**Run 1: floorplan with the power grid**

Scale: 3 px per um. Pins as bars on the die edge. Tap cells in gray.
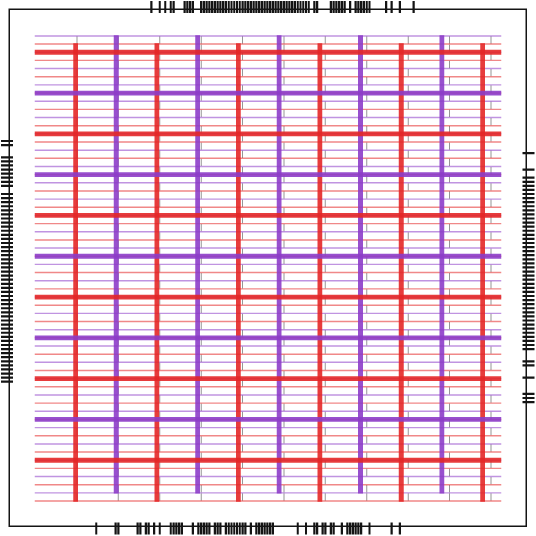
**Run 1: cells colored by class**

Scale: 3 px per um. Fill, decap, tap and diode cells in gray.
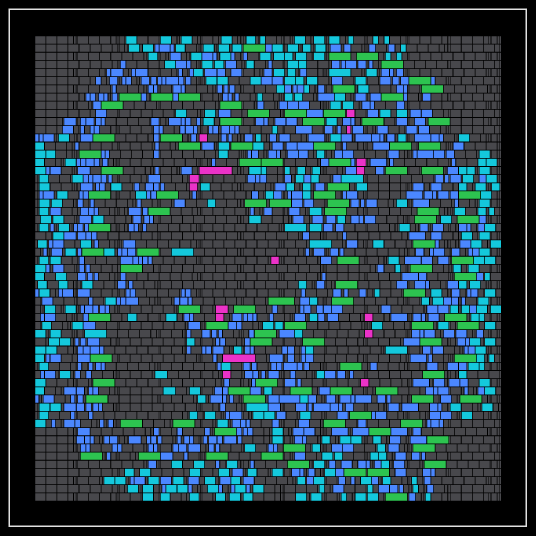
**Run 1: clock network drawn from the DEF**

Scale: 2 px per um.
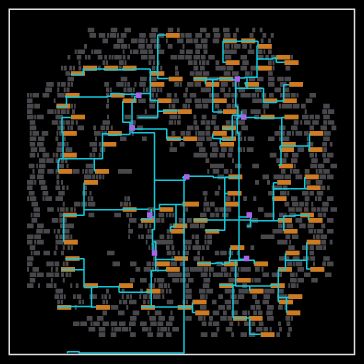
**Run 1: wiring by layer**

Scale: 3 px per um.
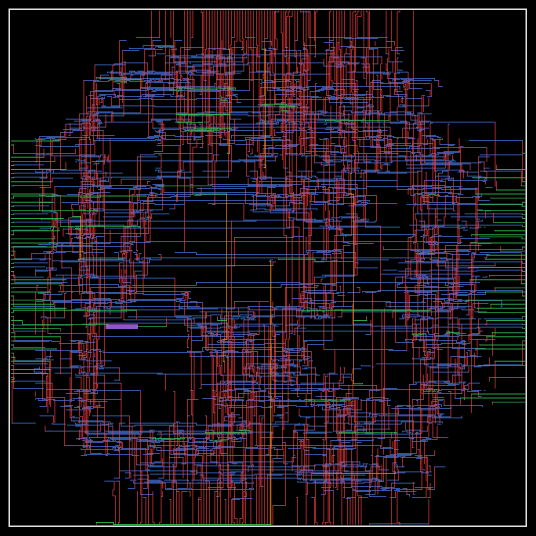
--- src/rtl/muldiv_seq_ctrl.sv ---
`default_nettype none
// ============================================================================
//  Module   : muldiv_seq_ctrl
//  Brief    : Multi-cycle sequencer for unsigned WIDTHxWIDTH multiply
//             (shift-add) and WIDTH/WIDTH divide (restoring). It time-shares
//             one external ripple adder/subtractor and returns the result
//             as hi/lo in the MULTU/DIVU layout.
//  Revision : 1.0  initial release
// ============================================================================
module muldiv_seq_ctrl #(
    parameter int WIDTH = 32
) (
    input  logic             clk,
    input  logic             rst,
    input  logic             start,
    input  logic             op,
    input  logic [WIDTH-1:0] opa,
    input  logic [WIDTH-1:0] opb,
    output logic             busy,
    output logic             done,
    output logic             div_by_zero,
    output logic [WIDTH-1:0] hi,
    output logic [WIDTH-1:0] lo,
    output logic [WIDTH-1:0] add_a,
    output logic [WIDTH-1:0] add_b,
    output logic             add_ctr,
    input  logic [WIDTH-1:0] add_s,
    input  logic             add_co
);

    // ------------------------------------------------------------------------
    // Constants
    // ------------------------------------------------------------------------
    localparam int c_cnt_w = (WIDTH > 1) ? $clog2(WIDTH) : 1;

    // Iteration counter value of the final iteration
    localparam logic [c_cnt_w-1:0] c_cnt_last = c_cnt_w'(WIDTH - 1);

    // Operation selector encoding
    localparam logic c_op_mul = 1'b0;
    localparam logic c_op_div = 1'b1;

    // Sequencer states
    localparam logic [1:0] c_st_idle = 2'd0;
    localparam logic [1:0] c_st_run  = 2'd1;
    localparam logic [1:0] c_st_done = 2'd2;

    // ------------------------------------------------------------------------
    // Registers
    // ------------------------------------------------------------------------
    logic [1:0]         r_state;
    logic [c_cnt_w-1:0] r_cnt;
    logic               r_op;
    // Holds the multiplicand for a multiply and the divisor for a divide;
    // only one of them is ever needed at a time.
    logic [WIDTH-1:0]   r_operand;
    logic [WIDTH-1:0]   r_hi;
    logic [WIDTH-1:0]   r_lo;
    logic               r_dbz;

    // ------------------------------------------------------------------------
    // Combinational signals
    // ------------------------------------------------------------------------
    logic               w_idle;
    logic               w_run;
    logic               w_accept;
    logic               w_accept_dbz;
    logic               w_last_iter;
    logic [WIDTH-1:0]   w_rem_shift;
    logic               w_div_ok;
    logic [WIDTH-1:0]   w_mul_hi_nxt;
    logic [WIDTH-1:0]   w_mul_lo_nxt;
    logic [WIDTH-1:0]   w_div_hi_nxt;
    logic [WIDTH-1:0]   w_div_lo_nxt;

    assign w_idle       = (r_state == c_st_idle);
    assign w_run        = (r_state == c_st_run);
    assign w_accept     = w_idle & start;
    assign w_accept_dbz = w_accept & (op == c_op_div) & (opb == '0);
    assign w_last_iter  = (r_cnt == c_cnt_last);

    // Partial remainder shifted left by one, pulling in the next dividend bit.
    // Its true MSB (r_hi[WIDTH-1]) falls off here and is folded back in via
    // w_div_ok: when it is set the shifted remainder already exceeds any
    // divisor, so the subtraction must be accepted regardless of carry.
    assign w_rem_shift  = {r_hi[WIDTH-2:0], r_lo[WIDTH-1]};
    assign w_div_ok     = r_hi[WIDTH-1] | add_co;

    // Multiply step: the (WIDTH*2+1)-bit {co, sum, lo} shifted right by one
    assign w_mul_hi_nxt = {add_co, add_s[WIDTH-1:1]};
    assign w_mul_lo_nxt = {add_s[0], r_lo[WIDTH-1:1]};

    // Divide step: keep the difference only when it is non-negative
    assign w_div_hi_nxt = w_div_ok ? add_s : w_rem_shift;
    assign w_div_lo_nxt = {r_lo[WIDTH-2:0], w_div_ok};

    // ------------------------------------------------------------------------
    // Adder operand steering; the shared adder sees zeros outside RUN
    // ------------------------------------------------------------------------
    always_comb begin
        add_a   = '0;
        add_b   = '0;
        add_ctr = 1'b0;
        if (w_run) begin
            if (r_op == c_op_mul) begin
                add_a   = r_hi;
                add_b   = r_lo[0] ? r_operand : '0;
                add_ctr = 1'b0;
            end else begin
                add_a   = w_rem_shift;
                add_b   = r_operand;
                add_ctr = 1'b1;
            end
        end
    end

    // ------------------------------------------------------------------------
    // Sequencer state and iteration counter
    // ------------------------------------------------------------------------
    always_ff @(posedge clk) begin
        if (rst) begin
            r_state <= c_st_idle;
            r_cnt   <= '0;
        end else begin
            case (r_state)
                c_st_idle: begin
                    if (w_accept) begin
                        r_cnt   <= '0;
                        r_state <= w_accept_dbz ? c_st_done : c_st_run;
                    end
                end
                c_st_run: begin
                    if (w_last_iter) begin
                        r_state <= c_st_done;
                    end else begin
                        r_cnt <= r_cnt + 1'b1;
                    end
                end
                c_st_done: begin
                    r_state <= c_st_idle;
                end
                default: begin
                    r_state <= c_st_idle;
                    r_cnt   <= '0;
                end
            endcase
        end
    end

    // ------------------------------------------------------------------------
    // Operation and operand capture, only on an accepted start
    // ------------------------------------------------------------------------
    always_ff @(posedge clk) begin
        if (rst) begin
            r_op      <= c_op_mul;
            r_operand <= '0;
        end else if (w_accept) begin
            r_op      <= op;
            r_operand <= (op == c_op_div) ? opb : opa;
        end
    end

    // ------------------------------------------------------------------------
    // hi/lo result registers and divide-by-zero flag
    // ------------------------------------------------------------------------
    always_ff @(posedge clk) begin
        if (rst) begin
            r_hi  <= '0;
            r_lo  <= '0;
            r_dbz <= 1'b0;
        end else if (w_accept) begin
            if (w_accept_dbz) begin
                // Divide by zero returns dividend as remainder, all-ones quotient
                r_hi  <= opa;
                r_lo  <= '1;
                r_dbz <= 1'b1;
            end else if (op == c_op_mul) begin
                // Multiplier sits in lo and is consumed LSB first
                r_hi  <= '0;
                r_lo  <= opb;
                r_dbz <= 1'b0;
            end else begin
                // Dividend sits in lo and is shifted into hi MSB first
                r_hi  <= '0;
                r_lo  <= opa;
                r_dbz <= 1'b0;
            end
        end else if (w_run) begin
            if (r_op == c_op_mul) begin
                r_hi <= w_mul_hi_nxt;
                r_lo <= w_mul_lo_nxt;
            end else begin
                r_hi <= w_div_hi_nxt;
                r_lo <= w_div_lo_nxt;
            end
        end
    end

    // ------------------------------------------------------------------------
    // Outputs
    // ------------------------------------------------------------------------
    assign busy        = w_run;
    assign done        = (r_state == c_st_done);
    assign div_by_zero = r_dbz;
    assign hi          = r_hi;
    assign lo          = r_lo;

endmodule
`default_nettype wire

--- config.mk ---
export PLATFORM = sky130hd
export DESIGN_NAME = muldiv_seq_ctrl
export DESIGN_NICKNAME = d
export VERILOG_FILES = /design/src/rtl/muldiv_seq_ctrl.sv
export SDC_FILE = /design/constraint.sdc
export NUM_CORES = 1
export LEC_CHECK = 0
export CELL_PAD_IN_SITES_DETAIL_PLACEMENT = 0
export CELL_PAD_IN_SITES_GLOBAL_PLACEMENT = 2
export CORE_MARGIN = 8
export CORE_UTILIZATION = 29
export CTS_BUF_LIST = sky130_fd_sc_hd__clkbuf_4
export CTS_CLUSTER_DIAMETER = 120
export DETAILED_ROUTE_END_ITERATION = 7
export PLACE_DENSITY = 0.94
export SYNTH_ARGS = -nofsm -noshare
export SYNTH_HDL_FRONTEND = slang
export SYNTH_SLANG_ARGS = --single-unit
--- constraint.sdc ---
create_clock -name clk -period 2.6 [get_ports clk]
set_clock_uncertainty 0.15 [all_clocks]
set_input_delay 0.52 -clock clk [delete_from_list [all_inputs] [get_ports clk]]
set_output_delay 0.52 -clock clk [all_outputs]
set_load 0.02 [all_outputs]
==> out/qor.csv, run 1 <==
metric,value,unit
status,finished clean,
min-delay worst type,reg2reg,
DRC viols,0,
CTS resizes,77,
Top Consumer,registers,
port buffer count,232,
top cell type's share of synthesized area,0.298,
r2r endpoint,r_cnt[3],
Pleak,3.88,nW
# Max-Cap Violations,0,
Commonest Layout Cell,clkdlybuf4s50_1,
final slew viol count,0,
Yosys chip area,7040,um2
f_max,404,MHz
CP Capture Type,output pin,
First-pass DRT Iterations,5,
"count leader, synth",nor2_1,
CP max stage cell,dfxtp_1,
Synth warnings,0,
Synth Area in Adders,0.00355,
die area,29500,um2
P_int,2.89,mW
CP peak stage delay,0.41,ns
Switching Power,1.60,mW
VDD IR max,0.000193,V
Worst Setup SP,r_state[0],
Reg power frac,0.422,
Signal buffers,301,
hold endpoint,div_by_zero,
Crit path depth,5,
Combinational Power,1.56,mW
unrepaired setup endpoints after global routing,true,
clock tree buffer depth,2,
flip-flops,105,
Top class by area,multi-input combinational cells,
Num Clock Sinks,105,
hold_sp,div_by_zero,
number of antenna violations at the first check in global routing,2,
Post-DP HPWL,20500,um
number of fill cells in the layout,2544,
Power Density,447,nW/um2
Seq cells post-synth,105,
total power,4.49,mW
-- 'floorplan with the power grid' (at the start) --
VDD -> purple
VSS -> red
met5 straps = 11
signal pins = 233
met1 rails = 58
rows = 57
core box area: 24,100 um2
chip width: 172 um
DIE HEIGHT: 172 um

-- 'cells colored by class' (at the start) --
sequential cells -> green  # cells 105
remaining buffers and delay cells -> cyan  # cells 301
remaining logic cells -> blue  # cells 666
clock drivers and dummy loads -> magenta  # cells 16
flop share of the area: 0.210
row count: 57

-- 'clock network drawn from the DEF' (at the start) --
clock wires -> cyan  # length 1,650 um
flip-flops -> orange  # count 105
clock-net drivers -> purple  # count 9
routed clock nets = 10
flops lie = spread over the die
clock network power share: 0.231
P_clk: 1.04 mW
Latency at later pin: 0.49 ns

-- 'wiring by layer' (at the start) --
M3 -> green  # wire length 1,560 um
M4 -> orange  # wire length 304 um
M2 -> red  # wire length 12,600 um
M1 -> blue  # wire length 13,200 um
M5 -> purple  # wire length 9.20 um
DR WL/cell: 19.5 um
via count: 7,176
Routed WL: 27,600 um

--- run 2 (diff from run 1) ---
Settings changed: CORE_MARGIN 8 to default, CORE_UTILIZATION 29 to 40, DONT_BUFFER_PORTS from default to 1, PLACE_DENSITY 0.94 to 0.93.
**Run 2: routing congestion**

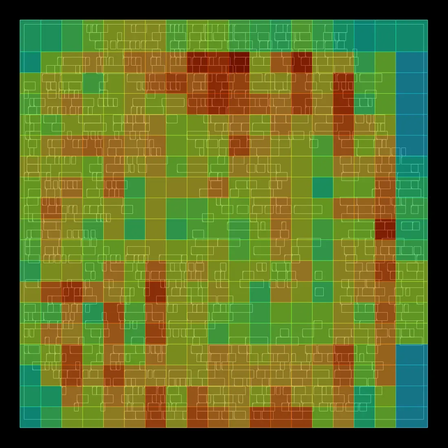
Top Usage Layer GRT: met1
met2 usage: 0.350
gr usage total: 0.252

==> out/qor.csv, run 2 <==
metric,value,unit
port buffer count,0,
DIE HEIGHT,135,um
flop share of the area,0.273,
Antenna Cells,0,
row count,48,
Num Clock Sinks,105,
CP max stage cell,dfxtp_2,
final slew viol count,0,
min-delay worst type,in2reg,
CP peak stage delay,0.40,ns
First-pass DRT Iterations,4,
top cell type's share of synthesized area,0.298,
hold endpoint,r_state[0],
Switching Power,1.39,mW
number of fill cells in the layout,1724,
Routed WL,23400,um
Signal buffers,59,
CP Capture Type,output pin,
DRC viols,0,
die area,18100,um2
f_max,410,MHz
# Max-Cap Violations,0,
CTS resizes,3,
r2r endpoint,r_cnt[2],
Synth warnings,0,
core box area,17200,um2
status,finished clean,
Post-DP HPWL,15100,um
total power,3.76,mW
via count,6317,
Yosys chip area,7040,um2
flip-flops,105,
Synth Area in Adders,0.00355,
Reg power frac,0.538,
Seq cells post-synth,105,
clock tree buffer depth,2,
Worst Setup SP,r_state[1],
hold_sp,rst,
number of antenna violations at the first check in global routing,1,
Top class by area,multi-input combinational cells,
"count leader, synth",nor2_1,
Commonest Layout Cell,nor2_1,
Combinational Power,0.973,mW
**Run 2: clock network drawn from the DEF**

Scale: 3 px per um.
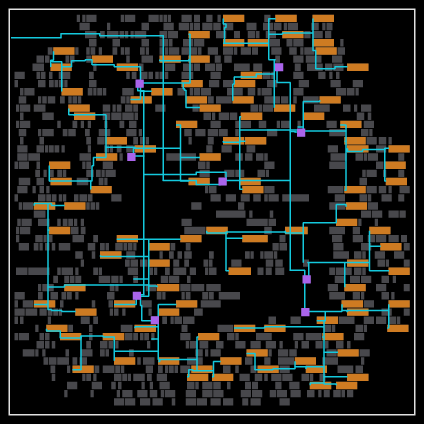
clock wires -> cyan  # length 1,490 um
clock-net drivers -> purple  # count 9
flip-flops -> orange  # count 105
flops lie = spread over the die
routed clock nets = 10
Latency at later pin: 0.48 ns
P_clk: 0.765 mW
clock network power share: 0.203

Power figures rest on the tool's default switching activity, not on a simulated workload.
